<file path="src/rtl/pluse_sync_pkg.sv">
// Shared types and helpers for the pluse_sync request scheduler.
// Enable PLUSE_SCHED_CNT_EN for multi-deep pending counters.
package pluse_sync_pkg;

  typedef enum logic [1:0] {
    ST_IDLE,
    ST_ISSUE,
    ST_GAP
  } sched_state_t;

  localparam int GAP_MIN = 2;

  function automatic int id_w(input int n);
    return (n <= 2) ? 1 : $clog2(n);
  endfunction

endpackage

</file>
<file path="src/rtl/pluse_rr_arb.sv">
// Combinational round-robin arbiter; search starts after ptr.
// Lowest index above ptr wins, else lowest index overall.
module pluse_rr_arb
  import pluse_sync_pkg::*;
#(
  parameter int N_REQ = 4,
  parameter int ID_W  = 2
) (
  input  logic [N_REQ-1:0] req,
  input  logic [ID_W-1:0]  ptr,
  output logic [N_REQ-1:0] gnt,
  output logic [ID_W-1:0]  gnt_id
);

  logic            hi_hit;
  logic            lo_hit;
  logic [ID_W-1:0] hi_id;
  logic [ID_W-1:0] lo_id;

  always_comb begin
    hi_hit = 1'b0;
    lo_hit = 1'b0;
    hi_id  = '0;
    lo_id  = '0;
    for (int i = N_REQ - 1; i >= 0; i--) begin
      if (req[i] && (ID_W'(i) > ptr)) begin
        hi_hit = 1'b1;
        hi_id  = ID_W'(i);
      end
      if (req[i]) begin
        lo_hit = 1'b1;
        lo_id  = ID_W'(i);
      end
    end
  end

  always_comb begin
    gnt    = '0;
    gnt_id = hi_hit ? hi_id : lo_id;
    if (hi_hit || lo_hit)
      gnt = N_REQ'(1) << gnt_id;
  end

endmodule

</file>
<file path="src/rtl/pluse_sync_sched.sv">
// Round-robin pulse scheduler feeding one shared pluse_sync.
// PLUSE_SCHED_CNT_EN: CNT_W-bit pending counters instead of bits.
module pluse_sync_sched
  import pluse_sync_pkg::*;
#(
  parameter int N_REQ = 4,
  parameter int GAP   = 16,
  parameter int CNT_W = 4,
  localparam int ID_W = id_w(N_REQ)
) (
  input  logic             src_clk,
  input  logic             src_rst_n,
  input  logic [N_REQ-1:0] req_pluse,
  input  logic             ovf_clr,
  output logic             s_pluse,
  output logic [ID_W-1:0]  s_id,
  output logic             busy,
  output logic [N_REQ-1:0] pend,
  output logic [N_REQ-1:0] ovf
);

  localparam int GW = $clog2(GAP + 1);

  sched_state_t     state, state_n;
  logic [GW-1:0]    gcnt, gcnt_n;
  logic [ID_W-1:0]  ptr;
  logic [ID_W-1:0]  gnt_id;
  logic [N_REQ-1:0] gnt;
  logic [N_REQ-1:0] pend_v;
  logic [N_REQ-1:0] full;
  logic [N_REQ-1:0] dec;
  logic [N_REQ-1:0] ovf_set;
  logic             do_gnt;

  pluse_rr_arb #(
    .N_REQ (N_REQ),
    .ID_W  (ID_W)
  ) u_arb (
    .req    (pend_v),
    .ptr    (ptr),
    .gnt    (gnt),
    .gnt_id (gnt_id)
  );

  assign do_gnt  = (state == ST_IDLE) && (|pend_v);
  assign dec     = do_gnt ? gnt : '0;
  assign ovf_set = req_pluse & full & ~dec;

`ifdef PLUSE_SCHED_CNT_EN
  logic [CNT_W-1:0] cnt [N_REQ];

  always_comb begin
    pend_v = '0;
    full   = '0;
    for (int i = 0; i < N_REQ; i++) begin
      pend_v[i] = |cnt[i];
      full[i]   = &cnt[i];
    end
  end

  always_ff @(posedge src_clk) begin
    if (!src_rst_n) begin
      for (int i = 0; i < N_REQ; i++)
        cnt[i] <= '0;
    end else begin
      for (int i = 0; i < N_REQ; i++)
        cnt[i] <= cnt[i]
                + CNT_W'(req_pluse[i] && !ovf_set[i])
                - CNT_W'(dec[i]);
    end
  end
`else
  logic [N_REQ-1:0] pbit;
  logic [CNT_W-1:0] unused_cnt_w;

  assign unused_cnt_w = '0;
  assign pend_v       = pbit;
  assign full         = pbit;

  // Request plus grant on one edge keeps the bit set.
  always_ff @(posedge src_clk) begin
    if (!src_rst_n)
      pbit <= '0;
    else
      pbit <= req_pluse | (pbit & ~dec);
  end
`endif

  always_comb begin
    state_n = state;
    gcnt_n  = gcnt;
    unique case (state)
      ST_IDLE: begin
        if (|pend_v)
          state_n = ST_ISSUE;
      end
      ST_ISSUE: begin
        if (GAP == GAP_MIN) begin
          state_n = ST_IDLE;
        end else begin
          state_n = ST_GAP;
          gcnt_n  = GW'(GAP - 3);
        end
      end
      ST_GAP: begin
        if (gcnt == '0)
          state_n = ST_IDLE;
        else
          gcnt_n = gcnt - GW'(1);
      end
      default: state_n = ST_IDLE;
    endcase
  end

  always_ff @(posedge src_clk) begin
    if (!src_rst_n) begin
      state <= ST_IDLE;
      gcnt  <= '0;
      ptr   <= ID_W'(N_REQ - 1);
      s_id  <= '0;
      ovf   <= '0;
    end else begin
      state <= state_n;
      gcnt  <= gcnt_n;
      ovf   <= (ovf & ~{N_REQ{ovf_clr}}) | ovf_set;
      if (do_gnt) begin
        ptr  <= gnt_id;
        s_id <= gnt_id;
      end
    end
  end

  assign s_pluse = (state == ST_ISSUE);
  assign busy    = (state != ST_IDLE);
  assign pend    = pend_v;

endmodule

</file>
<file path="config.mk">
export PLATFORM = sky130hd
export DESIGN_NAME = pluse_sync_sched
export DESIGN_NICKNAME = d
export VERILOG_FILES = /design/src/rtl/pluse_sync_pkg.sv /design/src/rtl/pluse_rr_arb.sv /design/src/rtl/pluse_sync_sched.sv
export SDC_FILE = /design/constraint.sdc
export NUM_CORES = 1
export LEC_CHECK = 0
export CAP_MARGIN = 20
export CORE_MARGIN = 2
export CORE_UTILIZATION = 45
export CTS_BUF_LIST = sky130_fd_sc_hd__clkbuf_8
export DETAILED_ROUTE_END_ITERATION = 6
export PLACE_DENSITY = 0.7
export SLEW_MARGIN = 20
export SYNTH_ARGS = -nofsm -noshare
export SYNTH_HDL_FRONTEND = slang
export SYNTH_SLANG_ARGS = --single-unit
</file>
<file path="constraint.sdc">
create_clock -name src_clk -period 1.9 [get_ports src_clk]
set_input_delay 0.38 -clock src_clk [delete_from_list [all_inputs] [get_ports src_clk]]
set_output_delay 0.38 -clock src_clk [all_outputs]
set_load 0.05 [all_outputs]
</file>
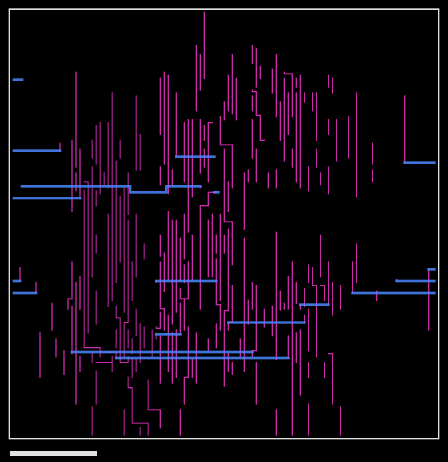
**Above:** wiring by layer.
The bar under the picture is 10 um long. Two of the layers only.
| layer | color | wire length |
|---|---|---|
| metal 3 | blue | 123 um |
| metal 2 | magenta | 1,020 um |
total routed wirelength: 2200 um
routed vias: 901
WL per Instance: 14.1 um

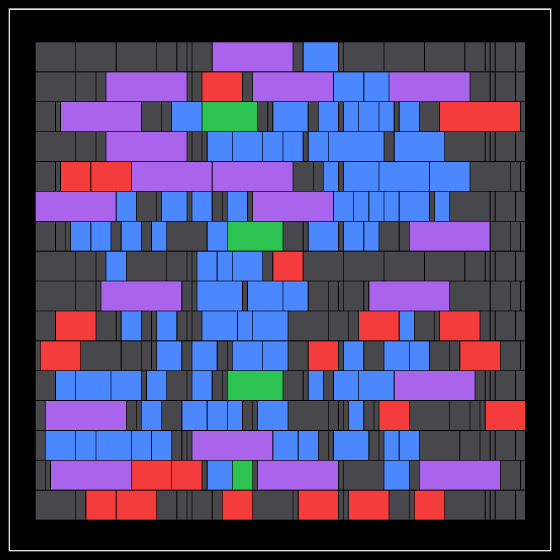
**Above:** cell classes on the final placement.
Fill, decap, tap and diode cells in gray.
| class | color | cells |
|---|---|---|
| clock drivers and dummy loads | green | 4 |
| combinational and other logic | blue | 85 |
| other buffers and delay cells | red | 21 |
| flops | purple | 19 |
core area: 1940 um^2
Placement Rows: 16
fin util: 0.608
finished layout cell area: 1180 um^2
Seq area share: 0.322

==> results.txt <==
Notes on the physical design

The flow ran to the end, and the final reports show no timing, DRC or antenna violations. Looking at the clock tree report, the maximum root-to-sink buffer count equals 2. The required time at the endpoint of the critical path is 1.52 ns.

The per-cell via count in the routed design is 5.78. The main area contributors are dfxtp_1, a21oi_1, o21ai_0. The total global routing track utilization is 0.193. The report lists the number of cells resized after CTS as 0.

Per the final report, the share of cell area in non-clock buffers is 0.170. The initial antenna violation count came to 0. The number of cell instances on the worst register-to-register path is 6. In this run the worst setup path begins at ovf[2]. The number of nets in the synthesized netlist is approximately 120. The clock tree buffer count of the final layout is 3. The CTS log lists the clock sinks for this run as 19.

The multi-input combinational cell count is ~80. The width of the chip is around 49 um. The family of cells with the greatest summed delay on the critical path is buffers and inverters.

The slowest stage of the critical path belongs to the cell clkdlybuf4s50_1. Per the synth stats, the proportion of register bits with asynchronous set or reset is 0. In this run the critical path is formed by clkdlybuf4s50_1. The endpoint of the worst hold path is reported as s_id[1]. The maximum number of pins on one net before global-route repair is 13. Setup repair after global routing left no endpoint under its margin. The fraction of layout instances using a drive strength above 1 is 0.140. Per Yosys stat, the portion of area used by sequential elements is 0.415. The tree is rooted in a clkbuf_8.

The static leakage power is about 0.47 nW. met2 track demand over resource after global routing is 0.293. Of the total synthesized cell area, the portion taken by AND-OR and OR-AND cells is 0.266. Yosys reports a chip area of slightly above 900 um^2. The first routing iteration left 27 violations. In the final report, the number of endpoints failing setup comes to 0. The fraction of the mapped netlist area in simple logic gates is 0.233. The count of buffer and inverter cells on the critical path is 1. After synthesis, the most frequently instantiated cells are dfxtp_1, a21oi_1, nor2_1. The logic depth of the worst path, buffers included is 1.

The number of cells reported by Yosys stat comes to ~110. The total power consumption of the routed design is between 0.001 and 0.0015 W. By startpoint and endpoint, the worst setup path is classified as reg2out. The first detailed-routing pass took 4 iterations.

Port buffering added 18 buffers. The weighted congestion at the end of routability-driven global placement is approximately 0.84. The final layout contains a sequential cell count of 19. On the worst setup and hold paths after CTS, the clock-pin slew comes to 0.08 ns. The dominant logic cell type in the layout is dfxtp_1. Timing analysis after detailed placement gives a worst setup slack of 0.292 ns. The clock period could shrink to roughly 1.8 ns. The global routing's busiest layer is met2.
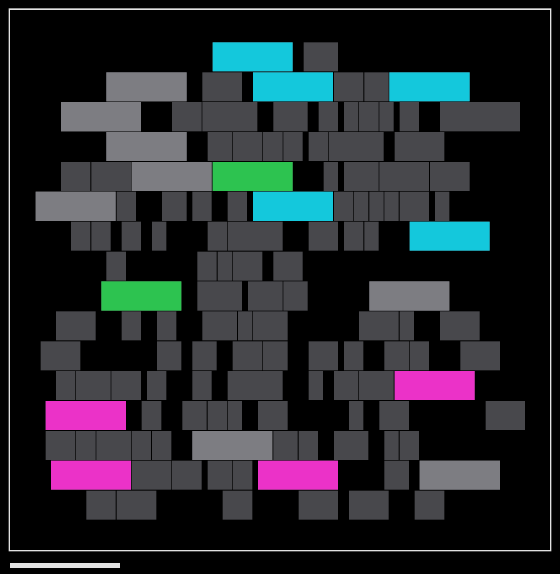
**Above:** sequential cells colored by netlist name.
The bar under the picture is 10 um long.
| name in the netlist | color | placed flops |
|---|---|---|
| `ovf` | magenta | 4 |
| `gcnt` | cyan | 5 |
| `ptr` | green | 2 |
not colored: 8
combined flip-flop and latch cell area: 380 um^2
Flop+latch power: 0.000527 W

[power by group]
| group | internal [W] | total, W | switching (W) |
|---|---|---|---|
| Sequential | 0.000462 | 0.000527 | 0.0000647 |
| Clock | 0.000146 | 0.000293 | 0.000147 |
| Combinational | 0.000205 | 0.000541 | 0.000336 |
| Total | 0.000813 | 0.00136 | 0.000547 |
[cells by family after synthesis]
family	Yosys count
adders and majority gates	2
AOI/OAI and AO/OA	39
buffers and inverters	9
DFF	19
and+or+nand+nor	37
xor gates and xnor gates	2
[sequential cells by signal (all words and copies together) (netlist names)]
| name | flops |
|---|---|
| gcnt | 5 |
| ovf | 4 |
| pend | 4 |
| ptr | 2 |
| s_id | 2 |
| state | 2 |
Power figures rest on the tool's default switching activity, not on a simulated workload.
